Design fetch_unit_flat, sky130hd; sources not shown.
### The metal 4 layer, run 1

Drawn at 4 px/um. Supply wires on this layer in grey.
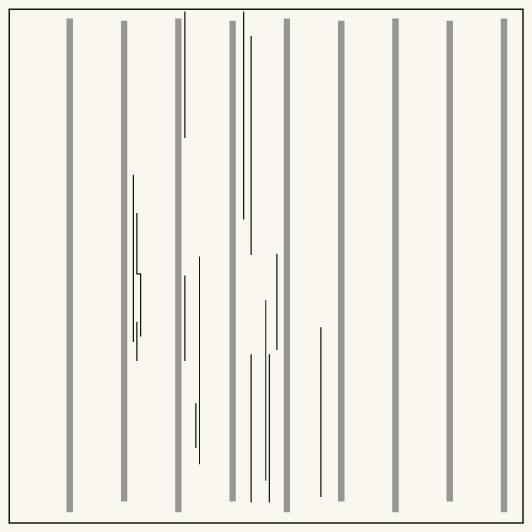
share of all routed wire: 2.2%
nets with wire on the layer: 14
longest straight run: 54.4 um
wire length on this layer: 488 um
Via Count: 7824
Routed WL: 22070 um

### Congestion heat map, run 1

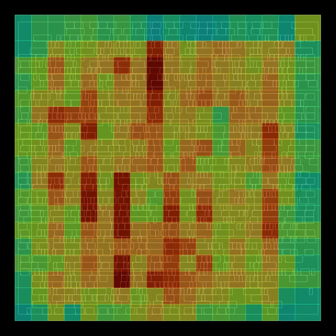
post-layout util: 0.6869
GR Util met2: 0.4313

### Gate families picked out, run 1

Drawn at 4 px/um.
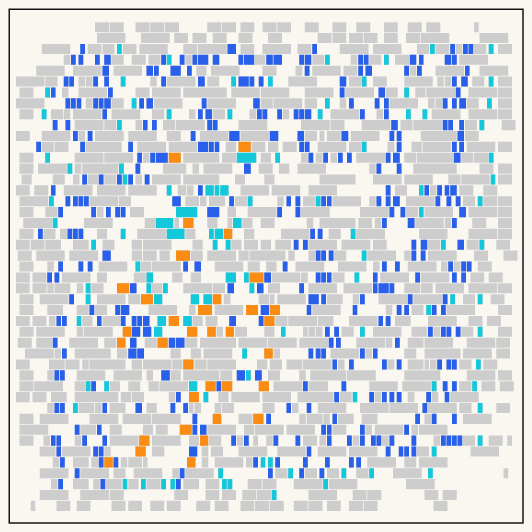
[and/or cells] orange | cells: 34
[nor cells] cyan | cells: 110 | where: spread over the die
[nand cells] blue | cells: 358 | where: spread over the die
most frequent logic cell in the layout: nand2_1
final std cells w/o fill: 1379

==> metrics.yaml, run 1 <==
ioPinCount: 167
place_hpwl_um: 13820
worst-path-stages: 5
dieWidth_um: 128.1
path_class: "reg -> out"
drt-pass1-iter-count: 5
die_area_sq_um: 16400
whs_ns: 0.4540
critPathBufInv: 3
die_h_um: 128.1
maxCapViolCount: 0
antenna_cells: 0
top_usage_layer: "met2"
fmax_mhz: 303.5
drc_errors: 0
synth_seq_share: 0.4555
hold_class: "reg -> reg"
period_needed_ns: 3.295
grtUsageMet3: 0.05175
cp-start-kind: "flip-flop"
r2r_cells: 4
aoi_share: 0.1720
yosysChipArea_sq_um: 8263
finalSetupViolCount: 0
clock_path_buffers: 2
fin_crit_sh: 0.9495
lay_top_cells: "nand2_1, dfxtp_1, clkdlybuf4s50_1"
gp_congestion: 0.8223
finalHoldViolCount: 0
drtAntennaViolNets: 0
power_density_nw_per_um2: 470.3
ctsHoldBuffers: 0
crit_slowest_cell: "clkdlybuf4s50_1"
ys_cells: 1057
track_usage: 0.2691
syn_avg_cell_area_sq_um: 7.817
hold_depth: 2
core_util_floorplan: 0.5376
coreArea_sq_um: 15370
async_reset_ff_frac: 0
crit_chain: "inv_1 -> nor2_2 -> buf_4 -> mux2_2 -> clkdlybuf4s50_1"
cp_max_fo: 16
root_buffer: "clkbuf_16"
cts_htree_levels: 4
topCellsByArea: "dfxtp_1, nand2_1, a311oi_1"
drtIter0Drc: 677
grt_use_met1: 0.3637
antenna_found_initial: 0
top_area_frac: 0.4555
ir_drop_mv: 0.3501
cts.sinks: 188
yosys_warnings: 0
adder_share: 0.001514
drive_above_1_share: 0.08305
critPathMaxStageDelay_ns: 0.55
maxSlewHeadroom: 0.3225
crit_arrival_ns: 2.43
avgRoutedWirePerCell_um: 16.00
synthCells: 1057
synth-main-ff-cell: "dfxtp_1"
status: "finished clean"
tightest_slew_ns: 1.016
leakage_nw: 3.532
mux_area_frac: 0.03680
edf_count: 0
synth-simple-area-share: 0.2651
cts_buffers: 17
syn_area_sq_um: 8263
io_buffers: 160
avgViaCountPerCell: 5.674
crit_required_ns: 2.60
critPathTopFamily: "buffers and inverters"
grt_pass1_vias: 6830
ys_types: 49
grt_overflow: 0
post-cts-setup-buffer-count: 0
cts_tree: "done"
xor_share: 0.01060
totalNegativeSetupSlack_ns: 0
r2r_slack_ns: 0.71
synthTopLogicFamily: "simple AND/OR/NAND/NOR gates"
area.growth.synth_to_final_pct: 27.77
largest_area_cell: "dfxtp_1"
finClkSkew_ns: 0.007698
worstSkewPairLatency_ns: 0.42
grt_pass1_wl_um: 34830
num-nets-final: 1225
path_clk_slew_ns: 0.06
tool_warnings: 28
ys.flops: 188
row_count: 45
worstSetupEndpointType: "output port"
rsz0062_at_grt: "false"
grt_max_degree: 79
cts_resized: 0
drv_slew: 0
p_total_mw: 4.965
## run 1: cell usage after synthesis, types with 2 or more instances
cell	n
xnor2_1	2
dfxtp_1	188
nand3b_1	8
xor2_1	8
clkbuf_1	96
a211oi_1	10
clkbuf_2	2
nor4_1	10
nand3_1	45
a32oi_1	3
a21oi_1	93
and3_1	2
buf_4	5
buf_2	6
or4b_1	2
o31ai_1	8
or3_1	7
nor2_1	94
nand2b_1	5
and4_1	4
o21ai_0	10
o211ai_1	5
nor2b_1	2
inv_1	6
buf_1	2
nand2_1	289
or4_1	14
mux2_2	27
or2_2	2
nand4_1	10
a311oi_1	74
## run 1: kinds of logic (layout without fill, tap and decap cells)
| kind of cell | count (synthesis) | count (layout) |
|---|---|---|
| buffers and inverters | 118 | 226 |
| AND/OR/NAND/NOR | 502 | 502 |
| adder cells (fa/ha/maj) | 1 | 1 |
| flip-flops | 188 | 188 |
| other | 1 | 4 |
| multiplexers | 27 | 27 |
| AND-OR/OR-AND | 210 | 210 |
| XOR/XNOR | 10 | 10 |
## run 1: stage by stage
step	cells	area [sq um]	setup WS, ns
3_3_place_gp	1347	9965	0.1495
5_1_grt	1379	10560	0.09377
2_1_floorplan	1060	8274	0.7553
6_report	1379	10560	0.1753
3_5_place_dp	1347	9965	0.1002
4_1_cts	1379	10560	0.1896
## run 1: layout make-up
cell class	count	area [sq um]
clock buffer	21	450.4
clock inverter	11	142.6
fill	1310	4813
inverter	6	22.52
multi-input combinational	754	4068
sequential	188	3764
tap	211	264.0
timing repair buffer	188	1847
## run 1: per-layer routing
layer	vias up	share of wire	wire length, um
li1	3868	-	-
met1	3651	0.45	9948
met2	273	0.46	10140
met3	32	0.068	1495
met4	0	0.022	487
met5	-	0	0
## run 1: worst reg2reg max path: stages (launching register included)
cell and delay, ns:
dfxtp_1 0.55, nand4_1 0.23, or4_1 0.87, or4b_2 0.74, a311oi_1 0.27
## run 1: power breakdown
group	switching (mW)	total, mW	internal [mW]
Sequential	0.0869	2.33	2.24
Clock	0.815	1.97	1.15
Combinational	0.357	0.670	0.313
==> run 1 -> run 2 <==
Settings changed: ABC_AREA set to 1, ABC_CLOCK_PERIOD_IN_PS 3470 to not set, GPL_TIMING_DRIVEN set to 0.
### Congestion heat map, run 2

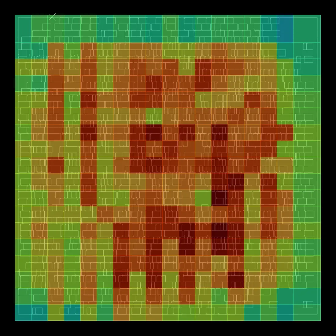
GR peak layer: met2
GR Util met2: 0.5386
met3 Use GR: 0.08025
GRT met1 Usage: 0.4025
GR Util All Layers: 0.3276

### Zoomed window, run 2

Window x 49 to 79, y 24 to 54 um. Cells in grey, sequential cells in the stronger grey; small squares are vias.
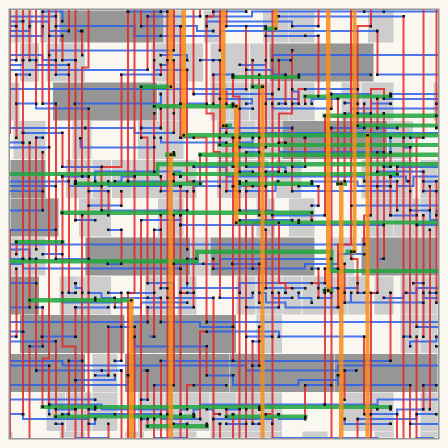
[metal 3] green
[metal 1] blue
[metal 2] red
[metal 4] orange
most frequent: nand2_1 (19), dfxtp_1 (13)
cells with their middle in the window: 88
sequential cells in the window: 13

==> metrics.yaml, run 2 <==
status: "finished, violations left"  # was finished clean
violations: "DRC"
drtIter0Drc: 785  # was 677
whs_ns: 0.4656  # was 0.4540 ns
crit_chain: "clkbuf_1 -> clkbuf_1 -> nor2_1 -> clkdlybuf4s50_1"  # was inv_1 -> nor2_2 -> buf_4 -> mux2_2 -> clkdlybuf4s50_1
critPathTopFamily: "buffers and inverters"  # unchanged
yosysChipArea_sq_um: 8369  # was 8263 sq um
top_area_frac: 0.4497  # was 0.4555
die_area_sq_um: 16610  # was 16400 sq um
crit_arrival_ns: 2.51  # was 2.43 ns
core_util_floorplan: 0.5307  # was 0.5376
finish.instance_area_sq_um: 10870  # was 10560 sq um
finClkSkew_ns: 0.006932  # was 0.007698 ns
maxCapViolCount: 0  # unchanged
fin_crit_sh: 0.9741  # was 0.9495
power_density_nw_per_um2: 481.2  # was 470.3 nW/um^2
topCellsByArea: "dfxtp_1, nand2_1, o21ai_0"  # was dfxtp_1, nand2_1, a311oi_1
post-cts-setup-buffer-count: 0  # unchanged
cts_tree: "done"  # unchanged
clock_path_buffers: 2  # unchanged
totalNegativeSetupSlack_ns: 0  # unchanged
finalSetupViolCount: 0  # unchanged
cp-start-kind: "primary input"  # was flip-flop
synth_seq_share: 0.4497  # was 0.4555
synth-main-ff-cell: "dfxtp_1"  # unchanged
row_count: 46  # was 45
dieWidth_um: 128.9  # was 128.1 um
async_reset_ff_frac: 0  # unchanged
num_vias: 8852  # was 7824
totalWireLength_um: 26750  # was 22070 um
root_buffer: "clkbuf_16"  # unchanged
place_ws_ns: 0.1278  # was 0.1002 ns
drtAntennaViolNets: 0  # unchanged
drc_errors: 1  # was 0
largest_area_cell: "dfxtp_1"  # unchanged
cts_buffers: 17  # unchanged
ctsHoldBuffers: 0  # unchanged
coreArea_sq_um: 15770  # was 15370 sq um
finalHoldViolCount: 0  # unchanged
grt_pass1_vias: 8127  # was 6830
cp_max_fo: 10  # was 16
synthCells: 1168  # was 1057
hold_class: "reg -> reg"  # unchanged
rsz0062_at_grt: "false"  # unchanged
setup_ws_ns: 0.09001  # was 0.1753 ns
antenna_cells: 0  # unchanged
r2r_cells: 9  # was 4
ir_drop_mv: 0.3308  # was 0.3501 mV
path_clk_slew_ns: 0.07  # was 0.06 ns
r2r_slack_ns: 1.50  # was 0.71 ns
grt_max_degree: 17  # was 79
p_total_mw: 5.231  # was 4.965 mW
critPathMaxStageDelay_ns: 0.57  # was 0.55 ns
grt_overflow: 0  # unchanged
crit_required_ns: 2.60  # about the same
tool_warnings: 28  # unchanged
critPathBufInv: 3  # unchanged
ys_types: 34  # was 49
maxSlewHeadroom: 0.5331  # was 0.3225
period_needed_ns: 3.380  # was 3.295 ns
antenna_found_initial: 0  # unchanged
syn_avg_cell_area_sq_um: 7.165  # was 7.817 sq um
gp_congestion: 0.9467  # was 0.8223
cts.sinks: 188  # unchanged
drv_slew: 0  # unchanged
leakage_nw: 4.294  # was 3.532 nW
num-nets-final: 1419  # was 1225
ys_cells: 1168  # was 1057
drt-pass1-iter-count: 7  # was 5
place_area_sq_um: 10240  # was 9965 sq um
grt_pass1_wl_um: 41900  # was 34830 um
crit_slowest_cell: "clkdlybuf4s50_1"  # unchanged
yosys_warnings: 0  # unchanged
worst-path-stages: 4  # was 5
ys.flops: 188  # unchanged
lay_top_cells: "nand2_1, dfxtp_1, o21ai_0"  # was nand2_1, dfxtp_1, clkdlybuf4s50_1
drive_above_1_share: 0.07195  # was 0.08305
worstSkewPairLatency_ns: 0.44  # was 0.42 ns
die_h_um: 128.9  # was 128.1 um
place_hpwl_um: 19090  # was 13820 um
ioPinCount: 167  # unchanged
area.growth.synth_to_final_pct: 29.90  # was 27.77%
layout_top_cell: "nand2_1"  # unchanged
cts_htree_levels: 4  # unchanged
placed_cells: 1546  # was 1347
fmax_mhz: 295.9  # was 303.5 MHz
path_class: "in -> out"  # was reg -> out
worstSetupEndpointType: "output port"  # unchanged
syn_area_sq_um: 8369  # was 8263 sq um
io_buffers: 159  # was 160
avgRoutedWirePerCell_um: 16.95  # was 16.00 um
tightest_slew_ns: 0.7003  # was 1.016 ns
cp_common_cell: "clkbuf_1"
most_common_cell: "nand2_1"  # unchanged
hold_depth: 2  # unchanged
post-route-util: 0.6894  # was 0.6869
edf_count: 0  # unchanged
avgViaCountPerCell: 5.610  # was 5.674
common_cells: "nand2_1, dfxtp_1, o21ai_0"  # was nand2_1, dfxtp_1, clkbuf_1
### Gate families picked out, run 2

Drawn at 4 px/um.
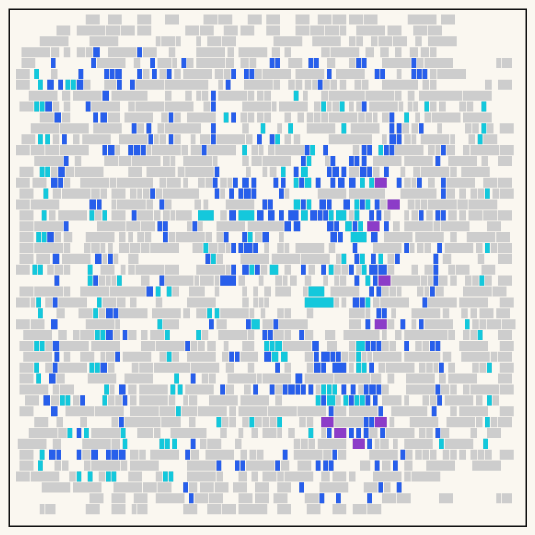
[nor cells] cyan | cells: 146
[nand cells] blue | cells: 309
[xor and xnor cells] purple | cells: 9
final std cells w/o fill: 1578
multi-input combinational area share: 0.3592

run 2: netlist changes by cell type after synthesis, moves of 18 or more:
cell and change:
mux2_2 -24, clkbuf_1 -59, a311oi_1 -74, buf_2 +23, inv_1 +59, a21oi_1 +18
o21ai_0 +155, a31oi_1 +60, nand2_1 -44, nor2_1 +34
run 2: area by class of cell:
class                           instances  area [sq um]
Multi-Input combinational cell        826          3905
Tap cell                              216         270.3
Clock buffer                           21         460.4
Fill cell                            1417          4898
Sequential cell                       188          3764
Inverter                               69         259.0
Clock inverter                         11         165.2
Buffer                                 88         456.7
Timing Repair Buffer                  159          1592
run 2: logic make-up (layout without fill, tap and decap cells):
family	after synthesis	in the layout	synth area share
AND-OR/OR-AND	353	353	0.2248
XOR/XNOR	9	9	0.009419
adder cells (fa/ha/maj)	1	1	0.001495
buffers and inverters	157	348	0.08506
flip-flops	188	188	0.4497
multiplexers	3	3	0.004036
other	1	4	0.0004481
AND/OR/NAND/NOR	456	456	0.2250
run 2: timing repair:
| item | in CTS | in global routing |
|---|---|---|
| endpoints found under the hold margin | 0 | 0 |
| gates cloned | 0 | 0 |
| endpoints found under the setup margin | 20 | 20 |
| resized | 2 | 2 |
run 2: per-layer routing:
metal / up-vias / track usage / routed length (um)
met5: - / 0 / 0
met4: 0 / 0.1585 / 979
met3: 73 / 0.08025 / 2267
met2: 410 / 0.5386 / 12620
met1: 4096 / 0.4025 / 10880
li1: 4273 / - / -
run 2: report_power, final:
group	switching, mW	internal (mW)	total [mW]
logic	0.461	0.338	0.798
registers	0.0764	2.26	2.34
clock network	0.850	1.24	2.09
total	1.39	3.84	5.23
run 2: worst register-to-register path, cell delays in order, from the launching register on:
cell	delay (ns)
dfxtp_1	0.46
ha_1	0.26
nand2_1	0.10
nor2_1	0.09
nand2_1	0.06
nor2_2	0.24
nand2_1	0.22
o21ai_0	0.22
nand3_1	0.11
a21oi_1	0.13
Power figures rest on the tool's default switching activity, not on a simulated workload.
